File: src/rtl/bus_pkg.sv
// rtl/bus_pkg.sv - slot boundaries, Pi FSM encoding and window helper for the bus slot arbiter
package bus_pkg;

    localparam int COUNT_W = 4;

    localparam logic [COUNT_W-1:0] COUNT_ONE      = 4'd1;
    localparam logic [COUNT_W-1:0] PI_SLOT_FIRST  = 4'd0;
    localparam logic [COUNT_W-1:0] PI_SLOT_LAST   = 4'd7;
    localparam logic [COUNT_W-1:0] CPU_SLOT_FIRST = 4'd8;
    localparam logic [COUNT_W-1:0] CPU_SLOT_LAST  = 4'd15;
    localparam logic [COUNT_W-1:0] CPU_CLK_FIRST  = 4'd12;

    localparam logic [1:0] ST_IDLE  = 2'd0;
    localparam logic [1:0] ST_GRANT = 2'd1;
    localparam logic [1:0] ST_DONE  = 2'd2;

    function automatic logic in_window(input logic [COUNT_W-1:0] c, input int lo, input int hi);
        return (int'(c) >= lo) && (int'(c) <= hi);
    endfunction

endpackage

File: src/rtl/bus_timing_counter.sv
// rtl/bus_timing_counter.sv - free-running 16-clock frame counter with slot-start flags
module bus_timing_counter
    import bus_pkg::*;
(
    input  logic               clk16,
    input  logic               reset,
    output logic [COUNT_W-1:0] count,
    output logic               pi_slot_start,
    output logic               cpu_slot_start
);

    always_ff @(posedge clk16 or posedge reset) begin
        if (reset) begin
            count <= '0;
        end else begin
            count <= count + COUNT_ONE;
        end
    end

    assign pi_slot_start  = (count == PI_SLOT_FIRST);
    assign cpu_slot_start = (count == CPU_SLOT_FIRST);

endmodule

File: src/rtl/bus_slot_arbiter.sv
// rtl/bus_slot_arbiter.sv - splits each 16-clock frame into a Pi slot and a CPU slot
// Outputs are registered from the upcoming count so each is high in the cycle its count is current.
module bus_slot_arbiter
    import bus_pkg::*;
#(
    parameter int PI_STROBE_START  = 3,
    parameter int PI_STROBE_END    = 5,
    parameter int CPU_STROBE_START = 12,
    parameter int CPU_STROBE_END   = 14
) (
    input  logic clk16,
    input  logic reset,
    input  logic pi_req,
    input  logic cpu_en,
    input  logic cpu_io_addr,
    output logic pi_select,
    output logic pi_strobe,
    output logic pi_done,
    output logic cpu_select,
    output logic io_select,
    output logic cpu_strobe,
    output logic cpu_clk
);

    logic [COUNT_W-1:0] count;
    logic [COUNT_W-1:0] count_next;
    logic               pi_slot_start;
    logic               cpu_slot_start;
    logic [1:0]         state;
    logic [1:0]         state_next;
    logic               cpu_active;
    logic               cpu_active_next;
    logic               io_latch;
    logic               io_latch_next;
    logic               cpu_sel_next;

    bus_timing_counter u_counter (
        .clk16          (clk16),
        .reset          (reset),
        .count          (count),
        .pi_slot_start  (pi_slot_start),
        .cpu_slot_start (cpu_slot_start)
    );

    // GRANT covers counts 1-6; DONE holds through counts 7-8 so pi_done fires once on entry.
    always_comb begin
        count_next = count + COUNT_ONE;
        state_next = state;
        case (state)
            ST_IDLE:  if (pi_slot_start && pi_req) state_next = ST_GRANT;
            ST_GRANT: if (count_next == PI_SLOT_LAST) state_next = ST_DONE;
            ST_DONE:  if (cpu_slot_start) state_next = ST_IDLE;
            default:  state_next = ST_IDLE;
        endcase
    end

    always_comb begin
        cpu_active_next = (count_next == CPU_SLOT_FIRST) ? cpu_en      : cpu_active;
        io_latch_next   = (count_next == CPU_SLOT_FIRST) ? cpu_io_addr : io_latch;
        cpu_sel_next    = cpu_active_next &&
                          in_window(count_next, int'(CPU_SLOT_FIRST), int'(CPU_SLOT_LAST));
    end

    always_ff @(posedge clk16 or posedge reset) begin
        if (reset) begin
            state      <= ST_IDLE;
            cpu_active <= 1'b0;
            io_latch   <= 1'b0;
            pi_select  <= 1'b0;
            pi_strobe  <= 1'b0;
            pi_done    <= 1'b0;
            cpu_select <= 1'b0;
            io_select  <= 1'b0;
            cpu_strobe <= 1'b0;
            cpu_clk    <= 1'b0;
        end else begin
            state      <= state_next;
            cpu_active <= cpu_active_next;
            io_latch   <= io_latch_next;
            pi_select  <= (state_next == ST_GRANT);
            pi_strobe  <= (state_next == ST_GRANT) &&
                          in_window(count_next, PI_STROBE_START, PI_STROBE_END);
            pi_done    <= (state == ST_GRANT) && (state_next == ST_DONE);
            cpu_select <= cpu_sel_next;
            io_select  <= cpu_sel_next && io_latch_next;
            cpu_strobe <= cpu_sel_next && in_window(count_next, CPU_STROBE_START, CPU_STROBE_END);
            cpu_clk    <= cpu_sel_next &&
                          in_window(count_next, int'(CPU_CLK_FIRST), int'(CPU_SLOT_LAST));
        end
    end

endmodule

File: config.mk
export PLATFORM = sky130hd
export DESIGN_NAME = bus_slot_arbiter
export DESIGN_NICKNAME = d
export VERILOG_FILES = /design/src/rtl/bus_pkg.sv /design/src/rtl/bus_timing_counter.sv /design/src/rtl/bus_slot_arbiter.sv
export SDC_FILE = /design/constraint.sdc
export NUM_CORES = 1
export LEC_CHECK = 0
export ABC_CLOCK_PERIOD_IN_PS = 1680
export CAP_MARGIN = 20
export CORE_MARGIN = 2
export CORE_UTILIZATION = 36
export CTS_CLUSTER_SIZE = 12
export DETAILED_ROUTE_END_ITERATION = 7
export SLEW_MARGIN = 20
export SYNTH_ARGS = -nofsm -noshare
export SYNTH_HDL_FRONTEND = slang
export SYNTH_SLANG_ARGS = --single-unit
File: constraint.sdc
create_clock -name clk16 -period 1.68 [get_ports clk16]
set_input_delay 0.42 -clock clk16 [delete_from_list [all_inputs] [get_ports clk16]]
set_output_delay 0.42 -clock clk16 [all_outputs]
set_load 0.05 [all_outputs]
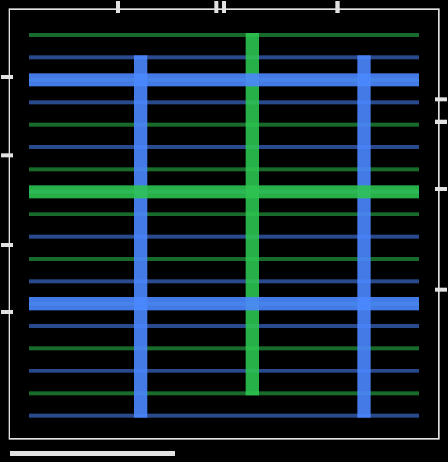
(run_1/pdn.png)
The bar under the picture is 20 um long. Pins as bars on the die edge.
[green] VDD
[blue] VSS
rows: 17
signal pins: 12
VDD IR-drop max: 0.419 mV
core box area: 2190 um^2
Die W: 52.0 um

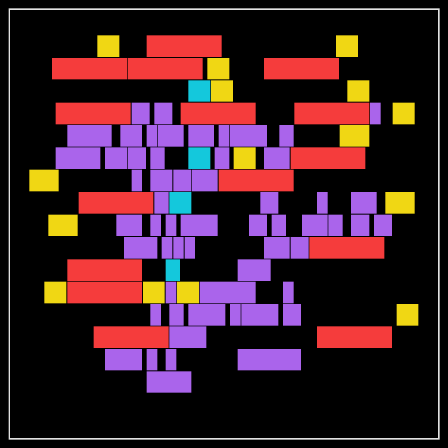
(run_1/cell_classes.png)
[yellow] other buffers and delay cells | cells: 15 | share of their area: 13%
[red] flip-flops | cells: 15 | share of their area: 39%
[purple] all other logic | cells: 57 | share of their area: 45%
[cyan] clock drivers and dummy loads | cells: 4 | share of their area: 2.9%
row cnt: 17
Core Util, Final: 0.453
Design Area, Final: 993 um^2
sequential cell area share: 0.378

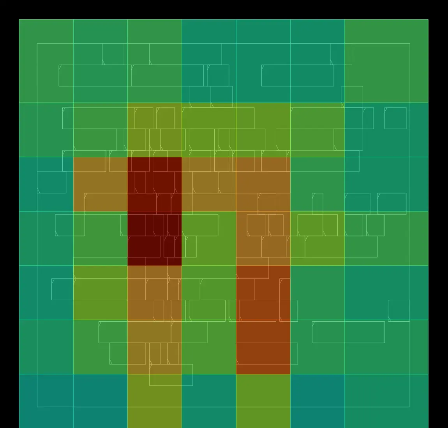
(run_1/final_congestion.png)
Top Usage Layer GRT: met2
met3 Usage GRT: 0.0374
Tot GR Track Use: 0.131

==> ci_impl_report.md, run 1 <==
## Synthesis and layout report

| Metric | Value |
|---|---|
| RSZ-0062 raised after global routing | `false` |
| Top routing layer used | `met4` |
| Dominant flop cell | `dfrtp_1` |
| Clk_buf instances | `3` |
| Status | `completed` |
| Inverters | `4` |
| Max reg flops | `4` |
| Storage element area | `375 um^2` |
| P_comb | `0.0392 mW` |
| Tightest Pin Transition | `399 ps` |
| First-pass iteration count of the detailed router | `4` |
| Largest logic family | `simple AND/OR/NAND/NOR gates` |
| CTS H-tree lvls | `1` |
| Clock skew | `1.38 ps` |
| CP Capture Point | `pi_strobe` |
| R2R setup slack | `170 ps` |
| Gates resized, CTS repair | `0` |
| Met2 global-route usage | `0.213` |
| R2R cell count | `6` |
| Seq_cells | `15` |
| Simple-Gate Fraction of Synth Area | `0.229` |
| First-pass GRT wire length | `2540 um` |
| Number of enable flip-flop cells | `0` |
| Root Buffer | `clkbuf_4` |
| Clk pwr share | `0.333` |
| Total Wirelength | `1550 um` |
| WL met1 | `709 um` |
| Met2 wire len | `around 740 um` |
| Area grow syn2layout | `19.8%` |
| Non-clock buffer contribution to total cell area | `0.123` |
| Initial Utilization | `0.379` |
| Instance count of the mapped netlist | `75` |
| Ys flops | `15` |
| Dpl cell area | `963 um^2` |
| Fin crit share | `0.898` |
| Crit path DAT | `1680 ps` |
| Largest regs | `u_counter.count: 4 flops, state: 2 flops` |
| Largest Pwr Group | `sequential cells` |
| Synth Seq Share | `0.452` |
| Final setup vio count | `0` |
| Top cells by instance count after synthesis | `dfrtp_1 (15), nand2_1 (11), ha_1 (4), inv_1 (4)` |
| M1 GR Usage | `0.149` |
| Post-placement setup slack | `127 ps` |
| Die Area | `2700 um^2` |
| First DRT Iteration DRCs | `7` |
| Final Hold Viols | `0` |
| Max-cap viol count | `0` |
| Commonest Layout Cell | `dfrtp_1` |
| Post-layout total power | `0.612 mW` |
| Largest net degree at the start of global routing | `16` |
==> run 2: changes to the inputs <==
--- a/config.mk
+++ b/config.mk
@@ -9,7 +9,7 @@
 export CAP_MARGIN = 20
 export CORE_MARGIN = 2
 export CORE_UTILIZATION = 36
-export CTS_CLUSTER_SIZE = 12
+export CTS_CLUSTER_SIZE = 16
 export DETAILED_ROUTE_END_ITERATION = 7
 export SLEW_MARGIN = 20
 export SYNTH_ARGS = -nofsm -noshare
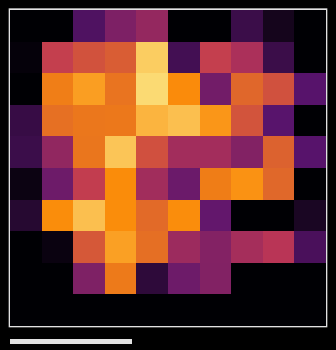
(run_2/density.png)
The bar under the picture is 20 um long. The die is cut into 10 by 10 equal tiles; black is low, pale yellow is high, 0 to 100% covered.
nearly empty tiles: 28%
mean over tiles: 35%
fullest tile: 92%
Initial Utilization: 0.379

==> ci_impl_report.md, run 2 <==
## Synthesis and layout report

| Metric | Value |
|---|---|
| First-pass iteration count of the detailed router | `4 (unchanged)` |
| Final min period | `1510 ps` |
| Post-CTS Setup Repair Bufs | `0` |
| Tightest Pin Transition | `399 ps (unchanged)` |
| Largest logic family | `simple AND/OR/NAND/NOR gates` |
| Root Buffer | `clkbuf_4` |
| Routed vias | `between 500 and 600` |
| Nets@finish | `101` |
| Largest Pwr Group | `sequential cells` |
| Largest regs | `u_counter.count: 4 flops, state: 2 flops` |
| Fin crit share | `0.898 (unchanged)` |
| Max Slew Vio Count | `0` |
| Max reg flops | `4 (unchanged)` |
| Dpl cell area | `963 um^2 (unchanged)` |
| Area grow syn2layout | `19.8% (unchanged)` |
| First-pass GRT wire length | `2540 um (unchanged)` |
| Status | `completed` |
| P_comb | `0.0392 mW (about the same)` |
| Dominant flop cell | `dfrtp_1` |
| Instance count of the mapped netlist | `75 (unchanged)` |
| Gates resized, CTS repair | `0 (unchanged)` |
| Reg with most FFs | `u_counter.count` |
| I/O Buffers | `11` |
| Most frequent cells in the layout | `dfrtp_1 (15), nand2_1 (11), buf_4 (11)` |
| CP Capture Point | `pi_strobe` |
| Total Wirelength | `1550 um (unchanged)` |
| Row cnt | `17 (unchanged)` |
| CTS H-tree lvls | `1 (unchanged)` |
| Clock skew | `1.38 ps (unchanged)` |
| Die Area | `2700 um^2 (unchanged)` |
| Top routing layer used | `met4` |
| WHS | `441 ps` |
| Crit path capture type | `flip-flop` |
| Post-placement setup slack | `127 ps (unchanged)` |
| Clk latency late pin | `280 ps` |
| Final setup vio count | `0 (unchanged)` |
| First DRT Iteration DRCs | `7 (unchanged)` |
| Clk_buf instances | `3 (unchanged)` |
| Hpwl dp | `between 1000 and 1500 um` |
| Post-layout total power | `0.612 mW (unchanged)` |
| Ys flops | `15 (unchanged)` |
| WL met1 | `709 um (unchanged)` |
| Clock group | `0.204 mW` |
| Synth Seq Share | `0.452 (unchanged)` |
| Die W | `52.0 um (unchanged)` |
| Tot GR Track Use | `0.131 (unchanged)` |
| Top Usage Layer GRT | `met2` |
| Fraction of power spent switching nets | `0.226` |
| Number of enable flip-flop cells | `0 (unchanged)` |
| ANT nets after route | `0` |
| Max-slew headroom | `0.734` |
| Storage element area | `375 um^2 (unchanged)` |
| Met3 Usage GRT | `0.0374 (unchanged)` |
| Met2 wire len | `740 um (unchanged)` |
| YS chip area | `830 um^2` |
| Sequential cell area share | `0.378 (unchanged)` |
| Final Hold Viols | `0 (unchanged)` |
| VDD IR-drop max | `0.419 mV (unchanged)` |
| Number of cells in Yosys stat | `75` |
| Non-clock buffer contribution to total cell area | `0.123 (unchanged)` |
| Crit path largest cell delay | `430 ps` |
| Clk pwr share | `0.333 (about the same)` |
| Comb_multi_in | `between 50 and 60` |
| Crit path DAT | `1680 ps (about the same)` |
| Critical path class | `reg -> reg` |
| Design Area, Final | `993 um^2 (unchanged)` |
| Met2 global-route usage | `0.213 (unchanged)` |
| Aoi share | `0.154` |
| DR vias/cell | `between 4 and 5` |
| Seq_cells | `15 (unchanged)` |
| Top cells by instance count after synthesis | `dfrtp_1 (15), nand2_1 (11), ha_1 (4), inv_1 (4)` |
| Setup TNS | `0 ps` |
| Largest net degree at the start of global routing | `16 (unchanged)` |
| Layout clock area frac | `0.0277` |
| Cells after DPL | `~120` |
| Critical path depth | `6` |
| R2R cell count | `6 (unchanged)` |
| Xor/xnor share | `0.0211` |
| Commonest Layout Cell | `dfrtp_1` |
| Max-cap viol count | `0 (unchanged)` |
| Simple-Gate Fraction of Synth Area | `0.229 (unchanged)` |
| Core Util, Final | `0.453 (unchanged)` |
| Inverters | `4 (unchanged)` |
| RSZ-0062 raised after global routing | `false` |
| Initial antenna violation count | `0` |
| Biggest area consumer among synthesized cells | `dfrtp_1` |
| Critical path's top delay family | `simple AND/OR/NAND/NOR gates` |
| Core box area | `2190 um^2 (unchanged)` |
| R2R setup slack | `170 ps (about the same)` |
| M1 GR Usage | `0.149 (unchanged)` |
Power and IR drop assume default switching activity.
